`src/rtl/cpu_dbg_pkg.sv`:
```
// Shared types for the CPU debug snapshot block: FSM state encoding,
// register widths and the captured register bundle.
package cpu_dbg_pkg;

    localparam int PC_W  = 16;
    localparam int REG_W = 8;

    typedef enum logic [1:0] {
        ST_RUN    = 2'd0,
        ST_FROZEN = 2'd1,
        ST_HALT   = 2'd2
    } state_t;

    typedef struct packed {
        logic [PC_W-1:0]  pc;
        logic [REG_W-1:0] sp;
        logic [REG_W-1:0] ir;
        logic [REG_W-1:0] p;
    } dbg_regs_t;

endpackage

```
`src/rtl/key_debounce.sv`:
```
// Push-button conditioner: 2-FF synchroniser, stability counter and a
// one-cycle pulse on an accepted press (high-to-low); releases are silent.
module key_debounce #(
    parameter int DEBOUNCE_CYC = 1000000
) (
    input  logic i_clk,
    input  logic i_rstn,
    input  logic i_key_n,
    output logic o_press
);

    localparam int CNT_W = $clog2(DEBOUNCE_CYC + 1);

    logic             key_p0;
    logic             key_p1;
    logic             stable;
    logic [CNT_W-1:0] cnt;

    always_ff @(posedge i_clk) begin
        if (!i_rstn) begin
            key_p0  <= 1'b1;
            key_p1  <= 1'b1;
            stable  <= 1'b1;
            cnt     <= '0;
            o_press <= 1'b0;
        end else begin
            key_p0  <= i_key_n;
            key_p1  <= key_p0;
            o_press <= 1'b0;
            // any sample matching the accepted level restarts the stability window
            if (key_p1 == stable) begin
                cnt <= '0;
            end else if (cnt == CNT_W'(DEBOUNCE_CYC - 1)) begin
                stable  <= key_p1;
                cnt     <= '0;
                o_press <= ~key_p1;
            end else begin
                cnt <= cnt + 1'b1;
            end
        end
    end

endmodule

```
`src/rtl/cpu_dbg_snapshot.sv`:
```
// Samples CPU debug state at instruction boundaries and a slow refresh rate,
// with KEY-driven freeze and a single-PC breakpoint that halts the CPU.
module cpu_dbg_snapshot
    import cpu_dbg_pkg::*;
#(
    parameter int REFRESH_CYC  = 5000000,
    parameter int DEBOUNCE_CYC = 1000000
) (
    input  logic             i_clk,
    input  logic             i_rstn,
    input  logic [PC_W-1:0]  i_nes_cpu_pc,
    input  logic [REG_W-1:0] i_nes_cpu_sp,
    input  logic [REG_W-1:0] i_nes_cpu_ir,
    input  logic [REG_W-1:0] i_nes_cpu_p,
    input  logic             i_cpu_sync,
    input  logic             i_key_n,
    input  logic             i_bp_en,
    input  logic [PC_W-1:0]  i_bp_addr,
    output logic [PC_W-1:0]  o_disp_pc,
    output logic [REG_W-1:0] o_disp_sp,
    output logic [REG_W-1:0] o_disp_ir,
    output logic [REG_W-1:0] o_disp_p,
    output logic             o_frozen,
    output logic             o_bp_hit,
    output logic             o_cpu_halt
);

    if (REFRESH_CYC < 2) begin : g_bad_refresh
        $error("cpu_dbg_snapshot: REFRESH_CYC must be >= 2");
    end

    localparam int RCNT_W = $clog2(REFRESH_CYC);

    state_t            state;
    logic [RCNT_W-1:0] refresh_cnt;
    logic              armed;
    logic              bp_mask;
    logic              press;
    logic              tick;
    logic              pc_eq;
    logic              bp_match;
    logic              capture;
    dbg_regs_t         snap;

    key_debounce #(
        .DEBOUNCE_CYC (DEBOUNCE_CYC)
    ) u_key (
        .i_clk   (i_clk),
        .i_rstn  (i_rstn),
        .i_key_n (i_key_n),
        .o_press (press)
    );

    assign tick     = (refresh_cnt == RCNT_W'(REFRESH_CYC - 1));
    assign pc_eq    = (i_nes_cpu_pc == i_bp_addr);
    assign bp_match = (state == ST_RUN) && i_bp_en && i_cpu_sync && pc_eq && !bp_mask;
    // a breakpoint hit always captures so the display shows the halting instruction
    assign capture  = (state == ST_RUN) && i_cpu_sync && (armed || tick || bp_match);

    always_ff @(posedge i_clk) begin
        if (!i_rstn) begin
            state       <= ST_RUN;
            refresh_cnt <= '0;
            armed       <= 1'b1;
            bp_mask     <= 1'b0;
            o_frozen    <= 1'b0;
            o_bp_hit    <= 1'b0;
            o_cpu_halt  <= 1'b0;
        end else begin
            refresh_cnt <= tick ? '0 : refresh_cnt + 1'b1;

            if (capture) begin
                armed <= 1'b0;
            end else if (tick) begin
                armed <= 1'b1;
            end

            if (i_cpu_sync && !pc_eq) begin
                bp_mask <= 1'b0;
            end

            // a breakpoint hit outranks a simultaneous press, which is dropped
            case (state)
                ST_RUN: begin
                    if (bp_match) begin
                        state      <= ST_HALT;
                        o_bp_hit   <= 1'b1;
                        o_cpu_halt <= 1'b1;
                    end else if (press) begin
                        state    <= ST_FROZEN;
                        o_frozen <= 1'b1;
                    end
                end
                ST_FROZEN: begin
                    if (press) begin
                        state    <= ST_RUN;
                        o_frozen <= 1'b0;
                        armed    <= 1'b1;
                    end
                end
                ST_HALT: begin
                    // resume masked so the same fetch cannot immediately re-halt
                    if (press) begin
                        state      <= ST_RUN;
                        o_bp_hit   <= 1'b0;
                        o_cpu_halt <= 1'b0;
                        bp_mask    <= 1'b1;
                    end
                end
                default: begin
                    state      <= ST_RUN;
                    o_frozen   <= 1'b0;
                    o_bp_hit   <= 1'b0;
                    o_cpu_halt <= 1'b0;
                end
            endcase
        end
    end

    always_ff @(posedge i_clk) begin
        if (!i_rstn) begin
            snap <= '0;
        end else if (capture) begin
            snap <= '{pc: i_nes_cpu_pc, sp: i_nes_cpu_sp, ir: i_nes_cpu_ir, p: i_nes_cpu_p};
        end
    end

    assign o_disp_pc = snap.pc;
    assign o_disp_sp = snap.sp;
    assign o_disp_ir = snap.ir;
    assign o_disp_p  = snap.p;

    a_halt_is_hit : assert property (@(posedge i_clk) o_cpu_halt == o_bp_hit);
    a_not_both    : assert property (@(posedge i_clk) !(o_frozen && o_cpu_halt));

endmodule

```
`config.mk`:
```
export PLATFORM = sky130hd
export DESIGN_NAME = cpu_dbg_snapshot
export DESIGN_NICKNAME = d
export VERILOG_FILES = /design/src/rtl/cpu_dbg_pkg.sv /design/src/rtl/key_debounce.sv /design/src/rtl/cpu_dbg_snapshot.sv
export SDC_FILE = /design/constraint.sdc
export NUM_CORES = 1
export LEC_CHECK = 0
export ABC_AREA = 1
export CORE_ASPECT_RATIO = 1.1
export CORE_MARGIN = 1
export CORE_UTILIZATION = 40
export CTS_CLUSTER_SIZE = 28
export DETAILED_ROUTE_END_ITERATION = 6
export PLACE_DENSITY = 0.67
export SETUP_SLACK_MARGIN = 0.2
export SLEW_MARGIN = 20
export SYNTH_ARGS = -nofsm -noshare
export SYNTH_HDL_FRONTEND = slang
export SYNTH_SLANG_ARGS = --single-unit
```
`constraint.sdc`:
```
create_clock -name i_clk -period 1.9 [get_ports i_clk]
set_input_delay 0.285 -clock i_clk [delete_from_list [all_inputs] [get_ports i_clk]]
set_output_delay 0.285 -clock i_clk [all_outputs]
set_load 0.005 [all_outputs]
```
==> Table 3: Implementation characteristics, run 1 <==
Summary of implementation characteristics

Parameter                              Value

Floorplanning
  Chip Width    107 um
  Chip Footprint    12500 um^2
  # IOs    104
  Effective utilization at floorplan    41.5%
  Die Y    117 um

Layout
  Area overhead of the layout relative to synthesis    40.8%
  Total number of multi-input combinational cells    478
  Number of logic inverters in the finished layout    85
  Final net count    881
  Number of filler cells placed in the layout    1078
  Number of flip-flops in the largest register    23
  Non-clk bufs    148
  Share of cell area taken by flip-flops and latches    27.5%
  Biggest cell category by area in the final layout    multi-input combinational cells
  Combinational gate area    2610 um^2
  Layout Utilization    58.5%
  Number of antenna diodes    0
  Final non-clock buffer share    21.9%
  Number of clock buffers in the layout    12
  Fraction of final layout cells sized beyond drive strength 1    18.8%
  Dominant logic cell types in the final layout    sky130_fd_sc_hd__nand2_1 (149), sky130_fd_sc_hd__nor2_1 (109), sky130_fd_sc_hd__dfxtp_1 (86), sky130_fd_sc_hd__clkdlybuf4s50_1 (86), sky130_fd_sc_hd__inv_1 (73)
  Largest Register    refresh_cnt
  Finished Cell Area    6810 um^2
  Clock buffer and inverter area fraction after layout    4.78%
  FF/Latch Area    1870 um^2

Worst setup path
  Crit path max fanout    18
  Family with the most delay on the worst path    simple AND/OR/NAND/NOR gates
  Critical path cell sequence    ha_4, nand2_1, inv_2, nand2_4, nor4_2, nand4_1, nand2_1, inv_2, nand2_4, nor3_1
  Buffers and inverters on the worst path    2
  Critical Path End Type    register
  Crit path kind    reg2reg
  CP endpoint    u_key.cnt[14]$_SDFF_PP0_
  Worst Path Required    2120 ps
  Cell at the slowest stage of the critical path    sky130_fd_sc_hd__dfxtp_2
  Largest incremental delay on the critical path    370 ps
  Startpoint kind of the worst setup timing path    register
  Arrival @ worst endpoint    1850 ps
  Reg-to-reg startpoint    u_key.cnt[0]$_SDFF_PP0_
  Slack of the worst reg-to-reg path    270 ps
  Worst-case reg-to-reg path depth    10
  Worst path depth    10
  Crit path from    u_key.cnt[0]$_SDFF_PP0_
  Capturing point of the worst reg2reg path    u_key.cnt[14]$_SDFF_PP0_

Logic synthesis
  Chip area from the yosys synthesis statistics    4830 um^2
  Synth area leaders    sky130_fd_sc_hd__dfxtp_1 (39%), sky130_fd_sc_hd__nand2_1 (12%), sky130_fd_sc_hd__nor2_1 (9.4%)
  Synthesized instance count    678
  XOR-XNOR Cells, Area Fraction    2.17%
  Post-synthesis share of cell area spent on and, or, nand and nor gates    43.5%
  Multiplexer fraction of the synthesized cell area    0%
  Post-synthesis compound-gate area fraction    4.04%
  Proportion of register bits with asynchronous set or reset after synthesis    0%
  Count of library flops with an enable pin    0
  Register share after synthesis    38.5%
  Number of synthesized register bits    93
  Proportion of netlist area held by the largest area contributor    38.5%
  Syn. warnings    0
  # Cells Yosys    678
  Area leader, netlist    sky130_fd_sc_hd__dfxtp_1
  Post-synthesis cell type count    35
  Synth Area in Adders    1.29%
  Dominant register cell    sky130_fd_sc_hd__dfxtp_1
  Synth top cells by count    sky130_fd_sc_hd__nand2_1 (149), sky130_fd_sc_hd__nor2_1 (121), sky130_fd_sc_hd__dfxtp_1 (93)
  Cell with the most instances after synthesis    sky130_fd_sc_hd__nand2_1
  Net count after synthesis    744
  Cell area after technology mapping    4830 um^2
  Average cell area after synthesis    7.13 um^2
  Main logic family after synthesis    simple AND/OR/NAND/NOR gates

Drt
  Drt drc    0
  Number of design-rule violations left by the first detailed-router iteration    198
  Via count normalized by instance count    4.78
  Met3 wirelength from detailed routing    475 um
  Drt wl/cell    12.4 um
  Post-DRT Antenna Nets    0
  Final wirelength    12000 um
  DRT met1 WL    5140 um
  Total length of routed met2 wires    6210 um
  Top routing layer used    met4
  Total number of vias    4630
  Iteration tally of the first detailed-router pass    6

STA
  Worst hold margin    337 ps
  Smallest setup slack after layout    273 ps
  Final total negative setup slack    0 ps
  Setup Viol. Count Final    0
  Final worst clock skew    8.42 ps
  Slew of the pin with the lowest slew margin    408 ps
  Number of pins with negative max-slew slack in the final report    0
  Final Hold Violating Endpoints    0
  Time the worst path needs with I/O delays and setup    1630 ps
  Slew headroom    72.6%
  Final period utilization    85.6%
  Setup repair after global routing missed its margin    true
  Peak Freq    615 MHz

Global routing
  GR peak layer    met2
  Vias in the first global route    4442
  Total routing resource utilization after global routing    18.9%
  Wire length of the first global-routing pass    19200 um
  GR Layer Usage met3    4.10%
  Number of antenna violations at the first check in global routing    0
  Global route overflow    0
  Pin count of the biggest net entering global routing    41
  Met2 layer usage reported by global route    34.4%
  GRT met1 Usage    21.7%

Pwr
  Power per cell area    720 nW/um^2
  Clk pwr    1.97 mW
  Top Consumer    sequential cells
  Leakage power summed over all cells    3.06 nW
  Switching share of total power    23.5%
  Fraction of power consumed by combinational cells    16.9%
  Flip-flop and latch power    2.10 mW
  Net switching power figure    1.15 mW
  Peak ir drop on the vdd network    450 uV
  Part of the total power dissipated in the clock network    40.1%
  Power Internal    3.75 mW
  Power share of the sequential group    42.9%
  Overall power of the completed layout    4.90 mW
  Comb power    0.830 mW

Hold path
  Hold path endpoint    o_disp_pc[6]$_SDFFE_PN0P_
  Worst min path class    in2reg
  Number of cells on the worst hold path    4

Clock network
  Clock Sinks    93
  Number of gates resized after CTS    10
  Maximum level of the CTS H-tree    3
  TritonCTS Buffers    9
  CTS root buffer    sky130_fd_sc_hd__clkbuf_16
  Clock tree from TritonCTS    done
  Setup Fix Bufs, Post-CTS    6
  Number of hold buffers added after cts    0
  Buffers from clock root to sink, at most    2
  Clock edge transition at the registers on the reported setup and hold paths    70 ps

Place
  Setup slack after placement    -114 ps
  Cell Count Post-Placement    942
  Placer Congestion    0.887
  Post-DP Area    6160 um^2
  Count of buffers from port buffering    103
  HPWL reported at the end of detailed placement    8320 um

Outcome
  Outcome    completed

Flow run
  Count of warning messages emitted by the tools    29
  Total of max-cap violations    0
Fig. 1: run 1, zoomed window
Region (38, 44) to (68, 74) um. Cells in grey, sequential cells in the stronger grey; small squares are vias.
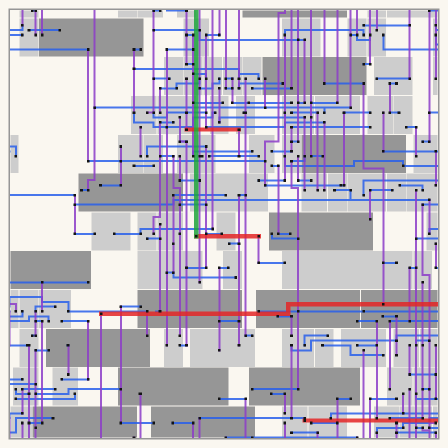
layer	colour
metal 3	red
metal 2	purple
metal 4	green
metal 1	blue
most frequent	nand2_1 (13), inv_1 (11), dfxtp_1 (11)
sequential cells in the window	14
cells with their middle in the window	73
netlist names of flops here include	`refresh_cnt` (5), `u_key.cnt` (3), `state` (2)

Fig. 2: run 1, cell placement
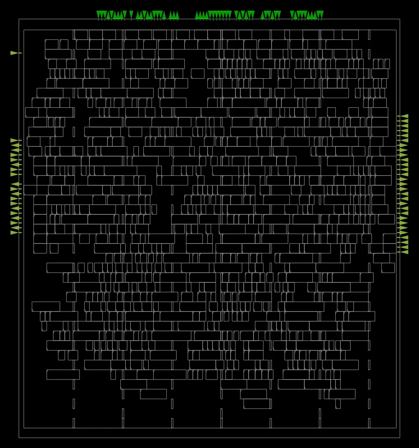
number of placement rows: 41
flip-flops: 93
Well Taps: 150
Core Region: 11600 um^2

Fig. 3: run 1, logic cells by family
Drawn at 3 px/um.
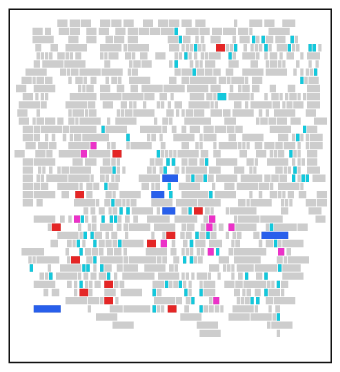
family	colour	cells
inv cells	cyan	85
and/or cells	magenta	10
xor and xnor cells	red	12
fa/ha/maj cells	blue	5
count of non-filler cells in the finished layout: 969
most frequent logic cell in the layout: sky130_fd_sc_hd__nand2_1
proportion of cell area occupied by multi-input gates: 38.3%

==> run 2: changes to the inputs <==
Settings changed: SETUP_SLACK_MARGIN 0.2 to 0.02.
Fig. 4: run 2, signal metal coverage by tile
Drawn at 2 px/um. 21 x 23 tiles, from dark purple (low) to yellow (high), scaled to the fullest tile. Values are wire area over tile area, all layers added.
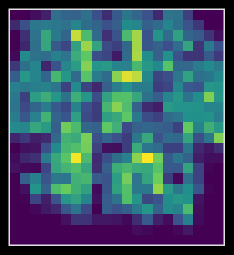
fullest tile	0.44
tiles over half the peak	25%
nearly empty tiles	15%
mean over tiles	0.14
final wirelength: 11400 um
total routing resource utilization after global routing: 18.7%

==> run 2 against run 1 <==
Sequential power hardly changed. Cell count is 0.93% lower. Core utilization is 2.4 points lower. Synthesized cell count stayed put. Critical path depth is 1 higher. Global-route usage is 0.23 points lower. Fmax is 7.0% lower. Worst hold slack better by 78 ps. Clock skew is 0.82 ps lower. Clock-buffer cell count stayed put. Die area stayed put. Non-clock buffer count is 9 lower.
==> Table 3: Implementation characteristics, run 2 <==
Summary of implementation characteristics

Parameter                              Value

Outcome
  Outcome    completed

Logic synthesis
  Main logic family after synthesis    simple AND/OR/NAND/NOR gates
  Synth area leaders    sky130_fd_sc_hd__dfxtp_1 (39%), sky130_fd_sc_hd__nand2_1 (12%), sky130_fd_sc_hd__nor2_1 (9.4%)
  Multiplexer fraction of the synthesized cell area    0%
  Count of library flops with an enable pin    0
  Proportion of netlist area held by the largest area contributor    38.5%
  Synthesized instance count    678
  Proportion of register bits with asynchronous set or reset after synthesis    0%
  XOR-XNOR Cells, Area Fraction    2.17%
  Cell area after technology mapping    4830 um^2
  Syn. warnings    0
  Chip area from the yosys synthesis statistics    4830 um^2
  Synth Area in Adders    1.29%
  Cell with the most instances after synthesis    sky130_fd_sc_hd__nand2_1
  Dominant register cell    sky130_fd_sc_hd__dfxtp_1
  Net count after synthesis    744
  Number of synthesized register bits    93
  Synth top cells by count    sky130_fd_sc_hd__nand2_1 (149), sky130_fd_sc_hd__nor2_1 (121), sky130_fd_sc_hd__dfxtp_1 (93)
  Area leader, netlist    sky130_fd_sc_hd__dfxtp_1
  Post-synthesis cell type count    35
  Average cell area after synthesis    7.13 um^2
  Post-synthesis compound-gate area fraction    4.04%
  # Cells Yosys    678

Layout
  Count of non-filler cells in the finished layout    960
  Finished Cell Area    6530 um^2
  Final net count    872
  Non-clk bufs    139
  Area overhead of the layout relative to synthesis    35.2%
  Proportion of cell area occupied by multi-input gates    38.1%
  FF/Latch Area    1860 um^2
  Share of cell area taken by flip-flops and latches    28.5%
  Biggest cell category by area in the final layout    multi-input combinational cells
  Number of clock buffers in the layout    12
  Dominant logic cell types in the final layout    sky130_fd_sc_hd__nand2_1 (149), sky130_fd_sc_hd__nor2_1 (120), sky130_fd_sc_hd__clkdlybuf4s50_1 (103)
  Clock buffer and inverter area fraction after layout    4.98%
  Number of flip-flops in the largest register    23
  Final non-clock buffer share    20.7%
  Most frequent logic cell in the layout    sky130_fd_sc_hd__nand2_1
  Fraction of final layout cells sized beyond drive strength 1    14.7%
  Number of logic inverters in the finished layout    85
  Total number of multi-input combinational cells    478
  Number of filler cells placed in the layout    1116
  Largest Register    refresh_cnt
  Number of antenna diodes    0

STA
  Smallest setup slack after layout    152 ps
  Setup Viol. Count Final    0
  Worst hold margin    415 ps
  Final period utilization    92.0%
  Number of pins with negative max-slew slack in the final report    0
  Slew headroom    72.4%
  Setup repair after global routing missed its margin    false
  Final worst clock skew    7.60 ps
  Final Hold Violating Endpoints    0

Pwr
  Flip-flop and latch power    2.10 mW
  Top Consumer    sequential cells
  Clk pwr    1.96 mW
  Power per cell area    743 nW/um^2
  Peak ir drop on the vdd network    449 uV
  Power share of the sequential group    43.2%
  Part of the total power dissipated in the clock network    40.5%
  Net switching power figure    1.13 mW

Global routing
  Global route overflow    0
  Number of antenna violations at the first check in global routing    0
  Met2 layer usage reported by global route    34.5%
  GR Layer Usage met3    4.10%
  Wire length of the first global-routing pass    18900 um
  GRT met1 Usage    21.2%
  Vias in the first global route    4402
  Pin count of the biggest net entering global routing    41
  GR peak layer    met2

Worst setup path
  Crit path max fanout    6
  Family with the most delay on the worst path    simple AND/OR/NAND/NOR gates
  Reg-to-reg startpoint    u_key.cnt[0]$_SDFF_PP0_
  Buffers and inverters on the worst path    3
  Worst-case reg-to-reg path depth    11
  Startpoint kind of the worst setup timing path    register
  Worst Path Required    2160 ps
  Largest incremental delay on the critical path    340 ps
  Capturing point of the worst reg2reg path    u_key.cnt[14]$_SDFF_PP0_
  Crit path kind    reg2reg
  CP endpoint    u_key.cnt[14]$_SDFF_PP0_
  Cell at the slowest stage of the critical path    sky130_fd_sc_hd__dfxtp_2
  Arrival @ worst endpoint    2010 ps
  Critical Path End Type    register
  Crit path from    u_key.cnt[0]$_SDFF_PP0_
  Slack of the worst reg-to-reg path    150 ps
  Critical path cell sequence    ha_1, nand2_1, inv_2, nand2_4, buf_4, nor4_4, buf_4, nand2_2, nor2_1, nor2_1, nor3_1
  Worst path depth    11

Drt
  Drt wl/cell    11.9 um
  Post-DRT Antenna Nets    0
  Number of design-rule violations left by the first detailed-router iteration    144
  Total length of routed met2 wires    5760 um
  Via count normalized by instance count    4.78
  Top routing layer used    met4
  Total number of vias    4593
  Met3 wirelength from detailed routing    489 um
  Iteration tally of the first detailed-router pass    4
  DRT met1 WL    5020 um
  Drt drc    0

Hold path
  Worst min path class    reg2reg
  Hold path endpoint    u_key.key_p1$_SDFF_PN1_
  Number of cells on the worst hold path    1

Place
  Placer Congestion    0.887
  HPWL reported at the end of detailed placement    8320 um
  Count of buffers from port buffering    103
  Setup slack after placement    -114 ps

Floorplanning
  Well Taps    150
  Effective utilization at floorplan    41.5%
  Chip Footprint    12500 um^2
  Die Y    117 um
  Core Region    11600 um^2
  Number of placement rows    41
  # IOs    104

Clock network
  Clock edge transition at the registers on the reported setup and hold paths    60 ps
  Number of hold buffers added after cts    0
  CTS root buffer    sky130_fd_sc_hd__clkbuf_16
  Maximum level of the CTS H-tree    3
  Number of gates resized after CTS    0
  Buffers from clock root to sink, at most    2
  Setup Fix Bufs, Post-CTS    0
  TritonCTS Buffers    9

Flow run
  Total of max-cap violations    0
  Count of warning messages emitted by the tools    28
==> run 3: changes to the inputs <==
Settings changed: PLACE_DENSITY 0.67 to 0.68, SKIP_LAST_GASP from default to 1, SYNTH_HIERARCHICAL from default to 1.
Fig. 5: run 3, wiring by layer
Drawn at 3 px/um. Only two layers are drawn.
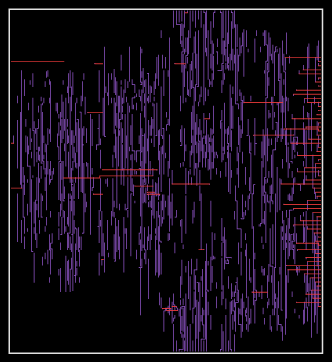
layer	colour	wire length
metal 3	red	435 um
metal 2	purple	5980 um
final wirelength: 11300 um
total number of vias: 4364
drt wl/cell: 12.4 um
total routing resource utilization after global routing: 19.4%

==> run 3 against run 2 <==
Via count is 5.0% lower. Cell count is 5.1% lower. Non-clock buffer count stayed put. Sequential power is 3% lower. Largest cell class unchanged.
==> Table 3: Implementation characteristics, run 3 <==
Summary of implementation characteristics

Parameter                              Value

Worst setup path
  Arrival @ worst endpoint    1980 ps
  Crit path kind    reg2reg
  Worst path depth    10
  Worst Path Required    2110 ps
  Startpoint kind of the worst setup timing path    register
  Reg-to-reg startpoint    state[1]$_SDFFE_PN0P_
  Critical Path End Type    register
  Largest incremental delay on the critical path    320 ps
  Buffers and inverters on the worst path    2
  Crit path from    state[1]$_SDFFE_PN0P_
  Slack of the worst reg-to-reg path    130 ps

Floorplanning
  Die Y    114 um
  Effective utilization at floorplan    41.5%
  # IOs    104
  Chip Footprint    11900 um^2
  Chip Width    104 um
  Number of placement rows    40

Outcome
  Outcome    completed

Logic synthesis
  Proportion of netlist area held by the largest area contributor    40.7%
  Synth area leaders    sky130_fd_sc_hd__dfxtp_1 (41%), sky130_fd_sc_hd__nand2_1 (13%), sky130_fd_sc_hd__a21oi_1 (6.8%)
  Post-synthesis share of cell area spent on and, or, nand and nor gates    37.1%
  Synth Area in Adders    1.37%
  Dominant register cell    sky130_fd_sc_hd__dfxtp_1
  Multiplexer fraction of the synthesized cell area    0%
  XOR-XNOR Cells, Area Fraction    2.49%
  Post-synthesis compound-gate area fraction    8.70%
  Syn. warnings    6
  Cell with the most instances after synthesis    sky130_fd_sc_hd__nand2_1
  Number of synthesized register bits    93
  Synthesized instance count    629
  # Cells Yosys    629
  Net count after synthesis    695
  Post-synthesis cell type count    43

STA
  Number of pins with negative max-slew slack in the final report    0
  Peak Freq    565 MHz
  Final Hold Violating Endpoints    0
  Slew of the pin with the lowest slew margin    441 ps
  Final worst clock skew    10.2 ps
  Worst hold margin    391 ps
  Setup repair after global routing missed its margin    true

Pwr
  Comb power    0.546 mW
  Part of the total power dissipated in the clock network    41.6%
  Top Consumer    sequential cells
  Clk pwr    1.84 mW
  Power per cell area    695 nW/um^2
  Power share of the sequential group    46.1%
  Flip-flop and latch power    2.04 mW
  Overall power of the completed layout    4.42 mW
  Leakage power summed over all cells    2.50 nW
  Switching share of total power    24.0%

Clock network
  TritonCTS Buffers    9
  Clock Sinks    93
  Number of hold buffers added after cts    0
  CTS root buffer    sky130_fd_sc_hd__clkbuf_16
  Buffers from clock root to sink, at most    2

Hold path
  Hold path endpoint    o_disp_pc[11]$_SDFFE_PN0P_
  Worst min path class    in2reg

Layout
  Number of clock buffers in the layout    9
  Fraction of final layout cells sized beyond drive strength 1    14.8%
  Total number of multi-input combinational cells    448
  Count of non-filler cells in the finished layout    911
  Largest Register    refresh_cnt
  Combinational gate area    2350 um^2
  Share of cell area taken by flip-flops and latches    29.3%
  Clock buffer and inverter area fraction after layout    4.81%
  Number of flip-flops in the largest register    23
  Biggest cell category by area in the final layout    multi-input combinational cells
  Non-clk bufs    139
  Finished Cell Area    6370 um^2
  Number of antenna diodes    0
  Number of logic inverters in the finished layout    68
  Dominant logic cell types in the final layout    sky130_fd_sc_hd__nand2_1 (152), sky130_fd_sc_hd__clkdlybuf4s50_1 (94), sky130_fd_sc_hd__dfxtp_1 (91)
  Number of filler cells placed in the layout    1019
  Final non-clock buffer share    22.2%
  Proportion of cell area occupied by multi-input gates    36.9%
  Final net count    825

Place
  HPWL reported at the end of detailed placement    8160 um
  Placer Congestion    0.913
  Post-DP Area    5880 um^2
  Setup slack after placement    -239 ps

Drt
  Top routing layer used    met4
  Post-DRT Antenna Nets    0
  DRT met1 WL    4760 um
  Met3 wirelength from detailed routing    434 um
  Via count normalized by instance count    4.79
  Drt drc    0

Global routing
  Wire length of the first global-routing pass    18900 um
  GRT met1 Usage    20.7%
  Vias in the first global route    4318
  Global route overflow    0
  Met2 layer usage reported by global route    38.1%
  Pin count of the biggest net entering global routing    44
  GR peak layer    met2
  Number of antenna violations at the first check in global routing    0

Flow run
  Total of max-cap violations    0
  Count of warning messages emitted by the tools    29
Power is estimated from default activity; no workload was simulated.
